===== config.mk =====
export PLATFORM = sky130hd
export DESIGN_NAME = add_result_stage
export DESIGN_NICKNAME = d
export VERILOG_FILES = /design/src/rtl/add_result_stage.sv
export SDC_FILE = /design/constraint.sdc
export NUM_CORES = 1
export LEC_CHECK = 0
export CAP_MARGIN = 20
export CORE_AREA = 2 2 104 106
export DETAILED_ROUTE_END_ITERATION = 12
export DIE_AREA = 0 0 106 108
export DONT_BUFFER_PORTS = 1
export GPL_ROUTABILITY_DRIVEN = 0
export MAX_ROUTING_LAYER = met4
export PLACE_DENSITY = 0.64
export SLEW_MARGIN = 15
export SYNTH_ARGS = -nofsm -noshare
export SYNTH_HDL_FRONTEND = slang
export SYNTH_SLANG_ARGS = --single-unit

===== constraint.sdc =====
create_clock -name clk -period 2.5 [get_ports clk]
set_clock_uncertainty 0.05 [all_clocks]
set_input_delay 0.25 -clock clk [delete_from_list [all_inputs] [get_ports clk]]
set_output_delay 0.25 -clock clk [all_outputs]
set_load 0.005 [all_outputs]

===== src/rtl/add_result_stage.sv =====
// add_result_stage
// Registered result stage behind the 32-bit carry-lookahead adder. It buffers
// {sum, cout, ovf} in a 2-entry valid/ready FIFO, keeps a sticky overflow flag
// and counts overflowing results in a saturating counter.
// Optional feature macro: SATURATE_EN. When it is defined, an overflowing sum is
// clamped to the signed extreme before it is stored.
module add_result_stage #(
  parameter int DATA_W = 32,
  parameter int CNT_W  = 8
) (
  input  logic              clk,
  input  logic              rst_n,
  input  logic              inValid,
  output logic              inReady,
  input  logic [DATA_W-1:0] inSum,
  input  logic              inCout,
  input  logic              inOvf,
  output logic              outValid,
  input  logic              outReady,
  output logic [DATA_W-1:0] outSum,
  output logic              outCout,
  output logic              outOvf,
  output logic              stickyOvf,
  output logic [CNT_W-1:0]  ovfCount,
  input  logic              clrSticky
);

  typedef struct packed {
    logic [DATA_W-1:0] sum;
    logic              cout;
    logic              ovf;
  } entry_t;

  localparam logic [CNT_W-1:0] CNT_MAX = {CNT_W{1'b1}};

  entry_t           mem_q [2];
  entry_t           mem_d [2];
  entry_t           last_q, last_d;
  entry_t           head;
  entry_t           in_entry;
  logic             wr_ptr_q, wr_ptr_d;
  logic             rd_ptr_q, rd_ptr_d;
  logic [1:0]       cnt_q, cnt_d;
  logic             sticky_q, sticky_d;
  logic [CNT_W-1:0] ovf_count_q, ovf_count_d;
  logic [CNT_W-1:0] ovf_count_base;
  logic             push, pop;

  // Handshake flags come only from the registered occupancy.
  assign inReady  = (cnt_q != 2'd2);
  assign outValid = (cnt_q != 2'd0);
  assign push     = inValid & inReady;
  assign pop      = outValid & outReady;

  // Form the entry to store, clamping overflowing sums when saturation is built in.
  always_comb begin
    in_entry.sum  = inSum;
    in_entry.cout = inCout;
    in_entry.ovf  = inOvf;
`ifdef SATURATE_EN
    if (inOvf) begin
      // MSB set on an overflow means two positives wrapped negative.
      if (inSum[DATA_W-1]) in_entry.sum = {1'b0, {(DATA_W-1){1'b1}}};
      else                 in_entry.sum = {1'b1, {(DATA_W-1){1'b0}}};
    end
`endif
  end

  // Head entry drives the outputs; an empty buffer shows the last popped result.
  always_comb begin
    head    = mem_q[rd_ptr_q];
    outSum  = (cnt_q != 2'd0) ? head.sum  : last_q.sum;
    outCout = (cnt_q != 2'd0) ? head.cout : last_q.cout;
    outOvf  = (cnt_q != 2'd0) ? head.ovf  : last_q.ovf;
  end

  // Next-state for FIFO storage, pointers, occupancy and the last-popped holder.
  always_comb begin
    mem_d    = mem_q;
    wr_ptr_d = wr_ptr_q;
    rd_ptr_d = rd_ptr_q;
    cnt_d    = cnt_q;
    last_d   = last_q;
    if (push) begin
      mem_d[wr_ptr_q] = in_entry;
      wr_ptr_d        = ~wr_ptr_q;
    end
    if (pop) begin
      last_d   = head;
      rd_ptr_d = ~rd_ptr_q;
    end
    if (push && !pop)      cnt_d = cnt_q + 2'd1;
    else if (pop && !push) cnt_d = cnt_q - 2'd1;
  end

  // Next-state for overflow status: a same-cycle overflow beats a clear.
  always_comb begin
    sticky_d       = (sticky_q & ~clrSticky) | (push & inOvf);
    ovf_count_base = clrSticky ? '0 : ovf_count_q;
    ovf_count_d    = ovf_count_base;
    if (push && inOvf && (ovf_count_base != CNT_MAX))
      ovf_count_d = ovf_count_base + 1'b1;
  end

  assign stickyOvf = sticky_q;
  assign ovfCount  = ovf_count_q;

  // State registers; reset discards every buffered entry.
  always_ff @(posedge clk or negedge rst_n) begin
    if (!rst_n) begin
      // NOTE: storage is reset too, because outputs must read 0 after reset.
      mem_q[0]    <= '0;
      mem_q[1]    <= '0;
      last_q      <= '0;
      wr_ptr_q    <= 1'b0;
      rd_ptr_q    <= 1'b0;
      cnt_q       <= 2'd0;
      sticky_q    <= 1'b0;
      ovf_count_q <= '0;
    end else begin
      mem_q       <= mem_d;
      last_q      <= last_d;
      wr_ptr_q    <= wr_ptr_d;
      rd_ptr_q    <= rd_ptr_d;
      cnt_q       <= cnt_d;
      sticky_q    <= sticky_d;
      ovf_count_q <= ovf_count_d;
    end
  end

endmodule


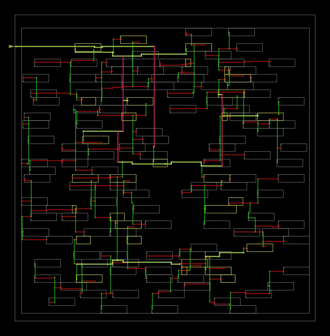
final_clocks.png
Insertion Delay late pin: 510 ps
power of the clock network: 2.25 mW
# clk buffers: 26
number of clock buffers inserted by TritonCTS: 17

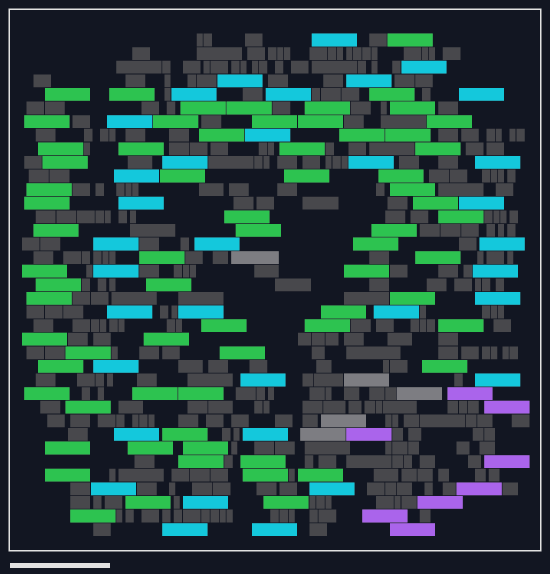
registers.png
Bar = 20 um.
purple -> `ovfCount`  # flops 8, where bottom right
green -> `mem_q`  # flops 68, where all over the die
cyan -> `last_q`  # flops 34, where all over the die

-- worst max-delay path: cells and delay by family (launching register included) --
kind            cells  cell delay, ps
mux                 1             280
flops               1             700
compound gates      1             130
buf+inv             1             270
-- synthesized netlist by cell type (all sizes together) (2+ instances only) --
cell    count
dfrtp     115
mux2       68
nor2       37
a21oi      36
nand2      36
o21ai      35
mux2i      34
clkbuf     16
buf        13
a311oi      4
a31oi       4
and2        4
and3        4
a41oi       3
and4        3
nand3       3
nor2b       3
xor2        3
a211oi      2
inv         2
nand3b      2
xnor2       2
-- metal layers --
| metal | routed length (um) | part of all wire, % |
|---|---|---|
| met4 | 112 | 1.1 |
| met1 | 4470 | 45 |
| met2 | 4930 | 49 |
| met3 | 466 | 4.7 |
| met5 | 0 | 0 |
-- cell families after synthesis --
logic type | synth area share (%)
flip-flops | 56.5
multiplexers | 21.7
AND/OR/NAND/NOR | 8.47
AND-OR/OR-AND | 9.09
buffers and inverters | 3.12
XOR/XNOR | 0.860
adder cells (fa/ha/maj) | 0.246
-- state kept, by name, indices dropped and copies added (netlist names) --
signal     count
cnt_q          2
last_q        34
mem_q         68
ovfCount       8
rd_ptr_q       1
stickyOvf      1
wr_ptr_q       1
-- final timing paths --
check	startpoint	slack [ps]	end	cells past startpoint
max in group asynchronous	rst_n	2770	rd_ptr_q$_DFFE_PN0P_	0
worst min-delay path	rst_n	-620	ovfCount[3]$_DFF_PN0_	0
worst max register to register	cnt_q[1]$_DFFE_PN0P_	450	mem_q[19]$_DFFE_PN0P_	5
min in group clk	inOvf	200	ovfCount[0]$_DFF_PN0_	3
worst min register to register	last_q[6]$_DFFE_PN0P_	430	last_q[6]$_DFFE_PN0P_	2
worst max-delay path	rd_ptr_q$_DFFE_PN0P_	310	outSum[1]	3
==> metrics.yaml <==
synthesis:
  ys_dominant_reg_cell: "sky130_fd_sc_hd__dfrtp_1"
  synth_sequential_area_ratio_pct: 56.5
  enable_flop_cells: 0
  synth.yosys.num_cells: 433
  floorplan.nets: 473
  asyncSetResetFlopFracSynth_pct: 100
global_route:
  grt-ovfl-total: 0
  global_route.usage.met3_pct: 7.17
  antenna_found_initial: 0
power_and_ir_drop:
  power.share.clock_pct: 26.9
  power.net_switching_mw: 2.76
  comb_power_share_pct: 33.9
  sequentialPowerShare_pct: 39.2
  powerDensity_nw_per_um2: 1360
floorplanning:
  number_of_cell_rows: 37
sta:
  setup_tns_ps: 0
  hold_viol_final: 115
  drv_slew: 0
  hold_ws_ps: -622
status:
  failed_checks: "negative hold slack"
  result_of_the_run: "finished, violations left"
run:
  stage_log_warnings: 30
critical_path:
  critical_path_required_ps: 2200
  startpoint_type: "flop"
final_layout:
  final_cell_area_um2: 6140
  finalNetCount: 507
  nonClkBufAreaFrac_pct: 7.30
  final.signal_inverter_count: 2
clock_tree:
  cts_setup_buffers: 0
detailed_routing:
  vias: 3305
Power is estimated from default activity; no workload was simulated.
